Figure 1. Gate-type map (run 1).
Drawn at 8 px/um.
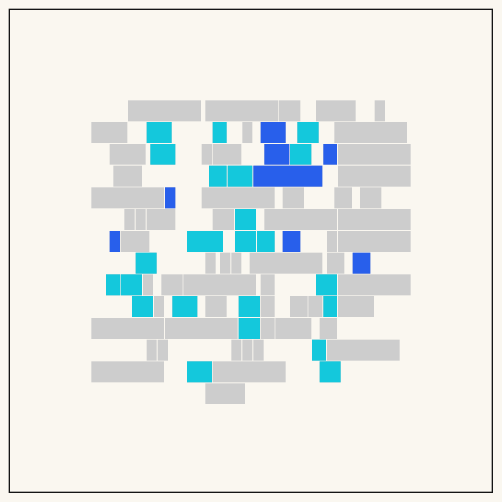
Figure 2. Sequential cells colored by netlist name (run 1).
Drawn at 6 px/um. Other sequential cells in the stronger gray, the rest of the logic in the fainter gray.
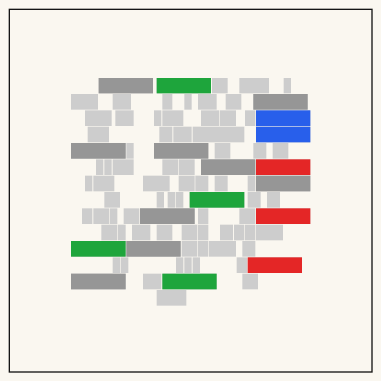
Figure 3. The clock network (run 1).
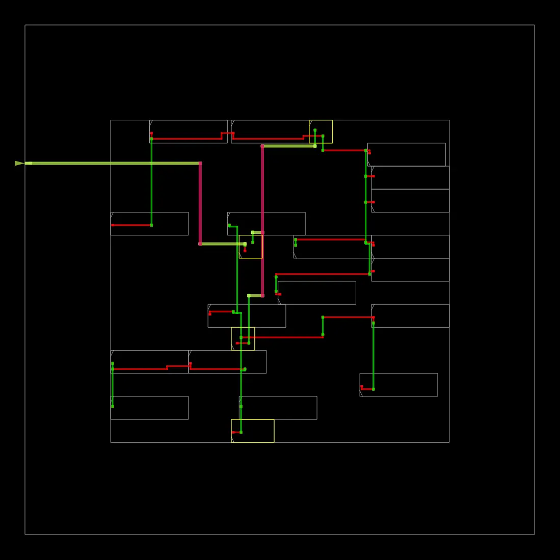
File: config.mk
export PLATFORM = sky130hd
export DESIGN_NAME = serial_pattern_tx
export DESIGN_NICKNAME = d
export VERILOG_FILES = /design/src/rtl/serial_pattern_tx.sv
export SDC_FILE = /design/constraint.sdc
export NUM_CORES = 1
export LEC_CHECK = 0
export CORE_MARGIN = 10
export CORE_UTILIZATION = 60
export CTS_CLUSTER_DIAMETER = 40
export CTS_CLUSTER_SIZE = 25
export DETAILED_ROUTE_END_ITERATION = 8
export DONT_BUFFER_PORTS = 1
export PLACE_DENSITY = 0.8
export SLEW_MARGIN = 30
export SYNTH_ARGS = -nofsm -noshare
export SYNTH_HDL_FRONTEND = slang
export SYNTH_SLANG_ARGS = --single-unit
File: constraint.sdc
create_clock -name clk -period 3 [get_ports clk]
set_clock_uncertainty 0.2 [all_clocks]
set_input_delay 0.6 -clock clk [delete_from_list [all_inputs] [get_ports clk]]
set_output_delay 0.6 -clock clk [all_outputs]
set_load 0.1 [all_outputs]
File: src/rtl/serial_pattern_tx.sv
// Serial pattern transmitter: shifts a captured pattern out MSB-first, repeated N times.
// Define SERIAL_PATTERN_TX_PARITY_EN to append an even-parity bit after each copy.
module serial_pattern_tx #(
    parameter int PAT_BITS = 4,
    parameter int REP_BITS = 3
) (
    input  logic                clk,
    input  logic                rst,
    input  logic                start,
    input  logic [PAT_BITS-1:0] pattern,
    input  logic [REP_BITS-1:0] reps,
    input  logic                abort,
    output logic                o,
    output logic                busy,
    output logic                done
);

    localparam int CW = $clog2(PAT_BITS + 1);
    localparam logic [CW-1:0] LAST = CW'(PAT_BITS - 1);

`ifdef SERIAL_PATTERN_TX_PARITY_EN
    typedef enum logic [1:0] {IDLE, SEND, PARITY, DONE} state_e;
`else
    typedef enum logic [1:0] {IDLE, SEND, DONE} state_e;
`endif

    state_e              state_q, state_d;
    logic [PAT_BITS-1:0] shreg_q, shreg_d;
    logic [PAT_BITS-1:0] pat_q, pat_d;
    logic [REP_BITS-1:0] rep_q, rep_d;
    logic [CW-1:0]       bit_q, bit_d;
    logic                o_q, o_d;
    logic                busy_q, busy_d;
    logic                done_q, done_d;
    logic                wrap;

    always_comb begin
        state_d = state_q;
        shreg_d = shreg_q;
        pat_d   = pat_q;
        rep_d   = rep_q;
        bit_d   = bit_q;
        o_d     = 1'b0;
        busy_d  = 1'b0;
        done_d  = 1'b0;
        wrap    = 1'b0;

        unique case (state_q)
            IDLE: begin
                if (start && !abort) begin
                    shreg_d = pattern;
                    pat_d   = pattern;
                    rep_d   = (reps == '0) ? REP_BITS'(1) : reps;
                    bit_d   = '0;
                    o_d     = pattern[PAT_BITS-1];
                    busy_d  = 1'b1;
                    state_d = SEND;
                end
            end
            SEND: begin
                busy_d = 1'b1;
                if (bit_q == LAST) begin
`ifdef SERIAL_PATTERN_TX_PARITY_EN
                    o_d     = ^pat_q;
                    state_d = PARITY;
`else
                    wrap = 1'b1;
`endif
                end else begin
                    shreg_d = shreg_q << 1;
                    o_d     = shreg_q[PAT_BITS-2];
                    bit_d   = bit_q + CW'(1);
                end
            end
`ifdef SERIAL_PATTERN_TX_PARITY_EN
            PARITY: wrap = 1'b1;
`endif
            DONE: state_d = IDLE;
            default: state_d = IDLE;
        endcase

        // Terminal rep count is tested before decrementing, so rep_q never wraps.
        if (wrap) begin
            if (rep_q > REP_BITS'(1)) begin
                rep_d   = rep_q - REP_BITS'(1);
                shreg_d = pat_q;
                bit_d   = '0;
                o_d     = pat_q[PAT_BITS-1];
                busy_d  = 1'b1;
                state_d = SEND;
            end else begin
                busy_d  = 1'b0;
                done_d  = 1'b1;
                state_d = DONE;
            end
        end

        if (abort && state_q != IDLE) begin
            state_d = IDLE;
            o_d     = 1'b0;
            busy_d  = 1'b0;
            done_d  = 1'b0;
        end
    end

    always_ff @(posedge clk or posedge rst) begin
        if (rst) begin
            state_q <= IDLE;
            shreg_q <= '0;
            pat_q   <= '0;
            rep_q   <= '0;
            bit_q   <= '0;
            o_q     <= 1'b0;
            busy_q  <= 1'b0;
            done_q  <= 1'b0;
        end else begin
            state_q <= state_d;
            shreg_q <= shreg_d;
            pat_q   <= pat_d;
            rep_q   <= rep_d;
            bit_q   <= bit_d;
            o_q     <= o_d;
            busy_q  <= busy_d;
            done_q  <= done_d;
        end
    end

    assign o    = o_q;
    assign busy = busy_q;
    assign done = done_q;

endmodule

==> deck_impl_summary.md, run 1 <==
Flow Results at a Glance

Worst setup path
  – Max Fanout on Critical Path: 1
  – Kind of critical path: flip-flop to output pin
  – Worst Setup Start Kind: flip-flop
  – CP Capture Type: output pin
  – R2R Setup Slk: 1230 ps
  – Req. time, crit path: 2200 ps
  – Worst Path Arrival: 1250 ps

Place
  – Input/output buffers: 0
  – Setup WS pre-CTS: 1212 ps
  – Routability cong.: 0.8066

CTS
  – CTS tree: done
  – CTS root buf: clkbuf_4
  – CTS Buffer Depth: 2
  – Post-CTS Resized: 0
  – Post-CTS setup repair buffer count: 0
  – Worst-path clk slew: 110 ps
  – CTS Hold Buffers Added: 0
  – CTS H-tree lvls: 1

Synth
  – Mux share: 2.065%
  – Dominant comb cell: AND-OR/OR-AND gates
  – Yosys warns: 0
  – Dominant register cell: dfrtp_1
  – Basic Gates by Area: 18.84%
  – Synthesized area: 969.7 um^2
  – Top cell area share: 46.45%
  – Cells after Synth: 92
  – Post-synth net total: 106
  – #FFs+latches synth: 18
  – Top area cell types: dfrtp_1 (46%), o211ai_1 (7.0%), nand2_1 (4.6%)
  – Flip-flops with a built-in enable: 0
  – Yosys stat cell total: 92
  – Synth area leader: dfrtp_1
  – Commonest cells in the netlist: dfrtp_1 (18), nand2_1 (12), o211ai_1 (9), inv_1 (4), nand3_1 (4)
  – Syn_area_per_cell: 10.54 um^2
  – Yosys synthesis chip area: 969.7 um^2
  – Area fraction in xor and xnor cells: 0%
  – Yosys top cell by instances: dfrtp_1
  – Aoi share: 22.06%
  – Fa+ha+maj area frac: 3.871%
  – Ys async rst share: 100.0%

Routing
  – Post-route DRC: 0
  – DR pass1 iterations: 4
  – Via count: 717
  – Drt initial violations: 11
  – Routed vias/inst: 6.829
  – Antenna Nets Post-Route: 0
  – Total Routed Length: 2036 um
  – Wirelength per Cell: 19.39 um

Final timing
  – Slew Limit Headroom: 40.73%
  – Slew @ Worst Pin: 889.7 ps
  – Hold Fails Final Rpt: 0
  – Maximum clock frequency: 487.8 MHz
  – Worst setup margin: 950.0 ps
  – Hold Slack: 67.81 ps
  – Total negative setup slack: 0 ps
  – Finish-stage setup viols: 0
  – Slew Limit Fails: 0
  – RSZ-0062 raised after global routing: false
  – Fin crit period: 2050 ps

Min path
  – Hold Crit Class: input port to asynchronous set/reset pin

Floorplanning
  – Die Y: 60.20 um
  – Chip Width: 60.20 um
  – DIE AREA: 3624 um^2
  – I/O pin cnt: 14
  – Core ar.: 1524 um^2
  – FP Util: 63.63%
  – Num rows: 14

Outcome
  – Outcome: completed

GRT
  – Antenna violations before repair: 0
  – GRT overflow: 0
  – GRT Total Usage: 11.60%
  – Global-route wire length before repair: 3284 um
  – Vias in the first global route: 709
  – Largest net degree at the start of global routing: 19

Layout
  – Share of cells above drive strength 1: 11.24%
  – Fin nets: 104
  – Fin util: 64.04%
  – N_diodes: 0

Pwr
  – Power per cell area: 766.8 nW/um^2
  – P_leak: 0.0004412 uW
  – Total chip power: 748.4 uW
  – Total net switching power: 289.0 uW
  – Logic gate share of total power: 26.7%
  – Clock power share: 20.8%
  – Maximum VDD drop: 447.4 uV
  – Switching portion of total power: 38.61%
  – Sequential power share: 52.4%

Job
  – MaxCap Viol Count: 0
  – Tool warning count: 27
About Figure 1:
| color | family | cells |
|---|---|---|
| cyan | aoi and oai cells | 23 |
| blue | nor cells | 8 |

About Figure 2:
| color | netlist name | sequential cells |
|---|---|---|
| red | `bit_q` | 3 |
| green | `pat_q` | 4 |
| blue | `state_q` | 2 |

About Figure 3:
registers: 18
Clock Latency Late Sink: 300 ps
TritonCTS Buffers: 3
CTS Sinks: 18

[run 1: area by class of cell]
type	count	area, um^2
Fill cell	127	548.0
Tap cell	16	20.02
Clock buffer	4	36.28
Multi-Input combinational cell	63	454.2
Sequential cell	18	450.4
Inverter	4	15.01
[run 1: path summary, 6_finish.rpt]
check,cells after the start,start,to
min in group clk,1,abort,busy
hold / removal,1,rst,busy
max in group asynchronous,1,rst,bit_q[0]
hold reg to reg,2,pat_q[2],pat_q[2]
setup / recovery,0,done,done
setup reg to reg,3,state_q[0],shreg_q[1]
[run 1: cells by family (layout without fill, tap and decap cells)]
| kind of cell | count (synthesis) | in the layout |
|---|---|---|
| flops | 18 | 18 |
| mux | 2 | 2 |
| compound gates | 28 | 28 |
| fa+ha+maj | 3 | 3 |
| simple gates | 30 | 30 |
| buf+inv | 11 | 8 |
[run 1: placed cells by master (no fill, tap or decap)]
cell type and n:
dfrtp_1 18, nand2_1 12, o211ai_1 9, inv_1 4, nand3_1 4, ha_1 3
clkbuf_4 3, nor2b_1 2, a211oi_1 2, o21a_1 2, nand2b_1 2, o2111ai_1 2
a31oi_1 2, mux2i_1 2, nor2_1 2, o21ai_0 2, a21oi_1 2, nor4b_1 2
a311oi_1 2, nor4b_4 1, or4b_4 1, o21ba_2 1, and4bb_2 1, o21ai_2 1
a21o_1 1, nor3_1 1, o211ai_2 1, o211a_1 1, or3_1 1, and3_1 1
clkbuf_8 1
[run 1: flip-flops by register name, indices dropped and copies added (netlist names)]
register / count
done: 1
busy: 1
bit_q: 3
shreg_q: 3
o: 1
rep_q: 3
pat_q: 4
state_q: 2
[run 1: metrics by stage]
stage,cell area [um^2],instances
after global placement,939.7,101
after CTS,975.9,105
after global routing,975.9,105
after floorplan,969.7,92
final,975.9,105
after detailed placement,939.7,101
[run 1: power groups by stage]
stage / clock network [uW] / registers [uW] / logic (uW)
floorplan: 0 / 370 / 188
global placement: 0 / 393 / 193
detailed placement: 0 / 396 / 201
CTS: 156 / 391 / 202
global route: 161 / 399 / 226
finish: 156 / 392 / 200
[run 1: routing by layer]
metal	track usage (%)	wire, um
met1	13.95	904
met2	18.97	984
met4	4.808	27
met5	0	0
met3	2.966	120
==> run 2: changes to the inputs <==
==> constraint.sdc (replaced) <==
create_clock -name clk -period 2.1 [get_ports clk]
set_clock_uncertainty 0.2 [all_clocks]
set_input_delay 0.42 -clock clk [delete_from_list [all_inputs] [get_ports clk]]
set_output_delay 0.42 -clock clk [all_outputs]
set_load 0.1 [all_outputs]
Figure 4. The clock network (run 2).
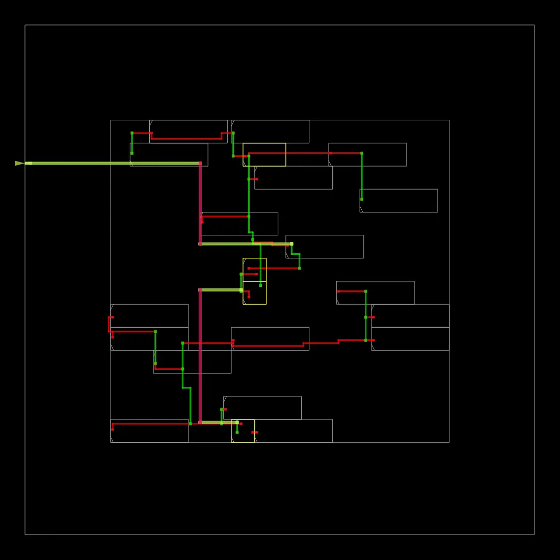
CLK BUF: 4
clk pwr: 215 uW

Figure 5. Port wiring (run 2).
Drawn at 6 px/um.
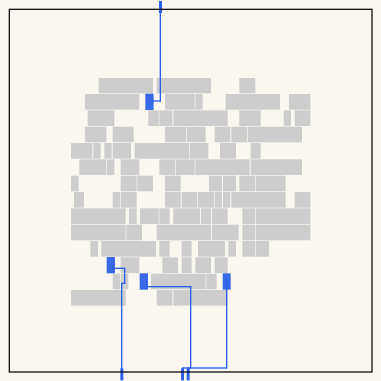
| color | port | bits | direction | end cells | buffers | wire |
|---|---|---|---|---|---|---|
| blue | `pattern` | 4 | input | 4 | 0 | 81.3 um |

Figure 6. Placement density heat map (run 2).
Drawn at 4 px/um. The die is cut into 6 by 6 equal tiles; dark purple is low, yellow is high, 0 to 100% covered.
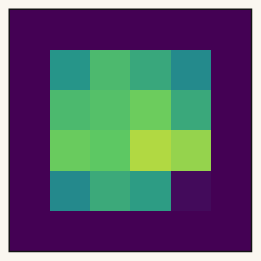
nearly empty tiles: 56%
mean over tiles: 28%
fullest tile: 88%
emptiest ninth of the die: bottom right

==> run 2 against run 1 <==
Synthesized cell count unchanged. Combinational power increased by 73%. Largest cell class unchanged. Register-to-register slack got worse by 860 ps. Largest power group unchanged. Clock power increased by 38%.
==> deck_impl_summary.md, run 2 <==
Flow Results at a Glance

Layout
  – N_diodes: 0 (unchanged)
  – Most common logic cells in the final layout: dfrtp_1 (18), nand2_1 (12), o211ai_1 (9)
  – Max reg flops: 4 (unchanged)
  – # fillers: 124 (-2.4%)
  – Biggest register: pat_q

Synth
  – Dominant register cell: dfrtp_1
  – Yosys top cell by instances: dfrtp_1
  – Top area cell types: dfrtp_1 (46%), o211ai_1 (7.0%), nand2_1 (4.6%)
  – Syn_area_per_cell: 10.54 um^2 (unchanged)
  – Cells after Synth: 92 (unchanged)
  – Ys async rst share: 100.0% (unchanged)
  – Yosys stat cell total: 92 (unchanged)
  – Yosys warns: 0 (unchanged)
  – Flip-flops with a built-in enable: 0 (unchanged)
  – Commonest cells in the netlist: dfrtp_1 (18), nand2_1 (12), o211ai_1 (9), inv_1 (4), nand3_1 (4)
  – #FFs+latches synth: 18 (unchanged)

CTS
  – CTS tree: done
  – TritonCTS Buffers: 3 (unchanged)
  – Clock Latency Late Sink: 300 ps (about the same)

Pwr
  – Logic gate share of total power: 32.4% (+5.7 points)
  – Switching portion of total power: 37.52% (-1.1 points)
  – P_leak: 0.0004653 uW (+5.5%)
  – Sequential power share: 47.5% (-4.9 points)

Final timing
  – Maximum clock frequency: 578.8 MHz
  – RSZ-0062 raised after global routing: false
  – Fin crit period: 1728 ps
  – Slew Limit Headroom: 52.22% (+11 points)
  – Total negative setup slack: 0 ps (unchanged)

Worst setup path
  – Setup crit end: rep_q[2]
  – R2R Setup Slk: 370 ps (-860 ps)
  – Critical R2R Capture: rep_q[2]
  – R2R Path Start: state_q[0]
  – CP Capture Type: flip-flop
  – Kind of critical path: flip-flop to flip-flop
  – Worst reg2reg path depth: 3 (unchanged)

Place
  – Input/output buffers: 0 (unchanged)
  – Placed cells: 104 (+3.0%)

Min path
  – Hold Crit Class: input port to flip-flop

Floorplanning
  – Die Y: 60.20 um (unchanged)

Outcome
  – Outcome: completed

Routing
  – Drt initial violations: 12 (+1)
  – Via count: 704 (-1.8%)
  – Wirelength per Cell: 17.14 um (-12%)
  – Routed vias/inst: 6.400 (-6.3%)
  – Post-route DRC: 0 (unchanged)

GRT
  – Antenna violations before repair: 0 (unchanged)
  – Global-route wire length before repair: 3091 um (-5.9%)
  – GRT overflow: 0 (unchanged)

Job
  – Tool warning count: 27 (unchanged)
## run 2: netlist changes by cell type in the layout (fill, tap and decap cells not counted)
cell           before  now
dlygate4sd3_1       0    2
buf_4               0    3
## run 2: critical path, delay by kind of cell (launching register included)
family,cells,cell delay (ps)
DFF,1,490
AOI/OAI and AO/OA,2,360
and+or+nand+nor,1,590
## run 2: kinds of logic after synthesis
kind of cell | count (synthesis) | share of synthesized area, %
compound gates | 28 | 22.06
flops | 18 | 46.45
mux | 2 | 2.065
buf+inv | 11 | 6.708
fa+ha+maj | 3 | 3.871
simple gates | 30 | 18.84
## run 2: power by group through the flow
stage	clock (uW)	combinational (uW)	sequential [uW]
2_1_floorplan	0	268	529
3_3_place_gp	0	335	508
3_5_place_dp	0	342	513
4_1_cts	215	347	506
5_1_grt	229	386	519
6_report	215	346	507
## run 2: metal layers
metal | wire (um) | track usage [%] | part of all wire (%) | up-vias
li1 | - | - | - | 345
met1 | 915 | 14.53 | 49 | 340
met2 | 813 | 15.74 | 43 | 15
met3 | 130 | 2.754 | 6.9 | 4
met4 | 25 | 5.128 | 1.3 | 0
met5 | 0 | 0 | 0 | -
## run 2: area by class of cell
cell class	count	area, um^2	share of cell area, %
clock buffer	4	36.28	3.563
inverter	4	15.01	1.474
multi-input combinational	63	454.2	44.59
sequential	18	450.4	44.23
tap	16	20.02	1.966
timing repair buffer	5	42.54	4.177
## run 2: stage by stage
step | hold WS, ps | util, % | cell area (um^2)
final | 49.23 | 66.83 | 1018
after global routing | 75.03 | 66.83 | 1018
after CTS | 57.10 | 66.83 | 1018
after detailed placement | 244.1 | 63.14 | 962.2
after global placement | 240.9 | 63.14 | 962.2
after floorplan | 158.6 | - | 969.7
## run 2: worst min path at each step
stage          cells past startpoint        from    endpoint
2_1_floorplan                      1         rst    bit_q[0]
3_3_place_gp                       1         rst  state_q[0]
3_5_place_dp                       1         rst        busy
4_1_cts                            2  pattern[1]    pat_q[1]
5_1_grt                            2  pattern[1]    pat_q[1]
6_report                           2  pattern[1]    pat_q[1]
## run 2: timing repair
action,in CTS,in global routing
hold endpoints to repair,22,0
hold buffers,2,0
buffers inserted,0,0
Power figures rest on the tool's default switching activity, not on a simulated workload.
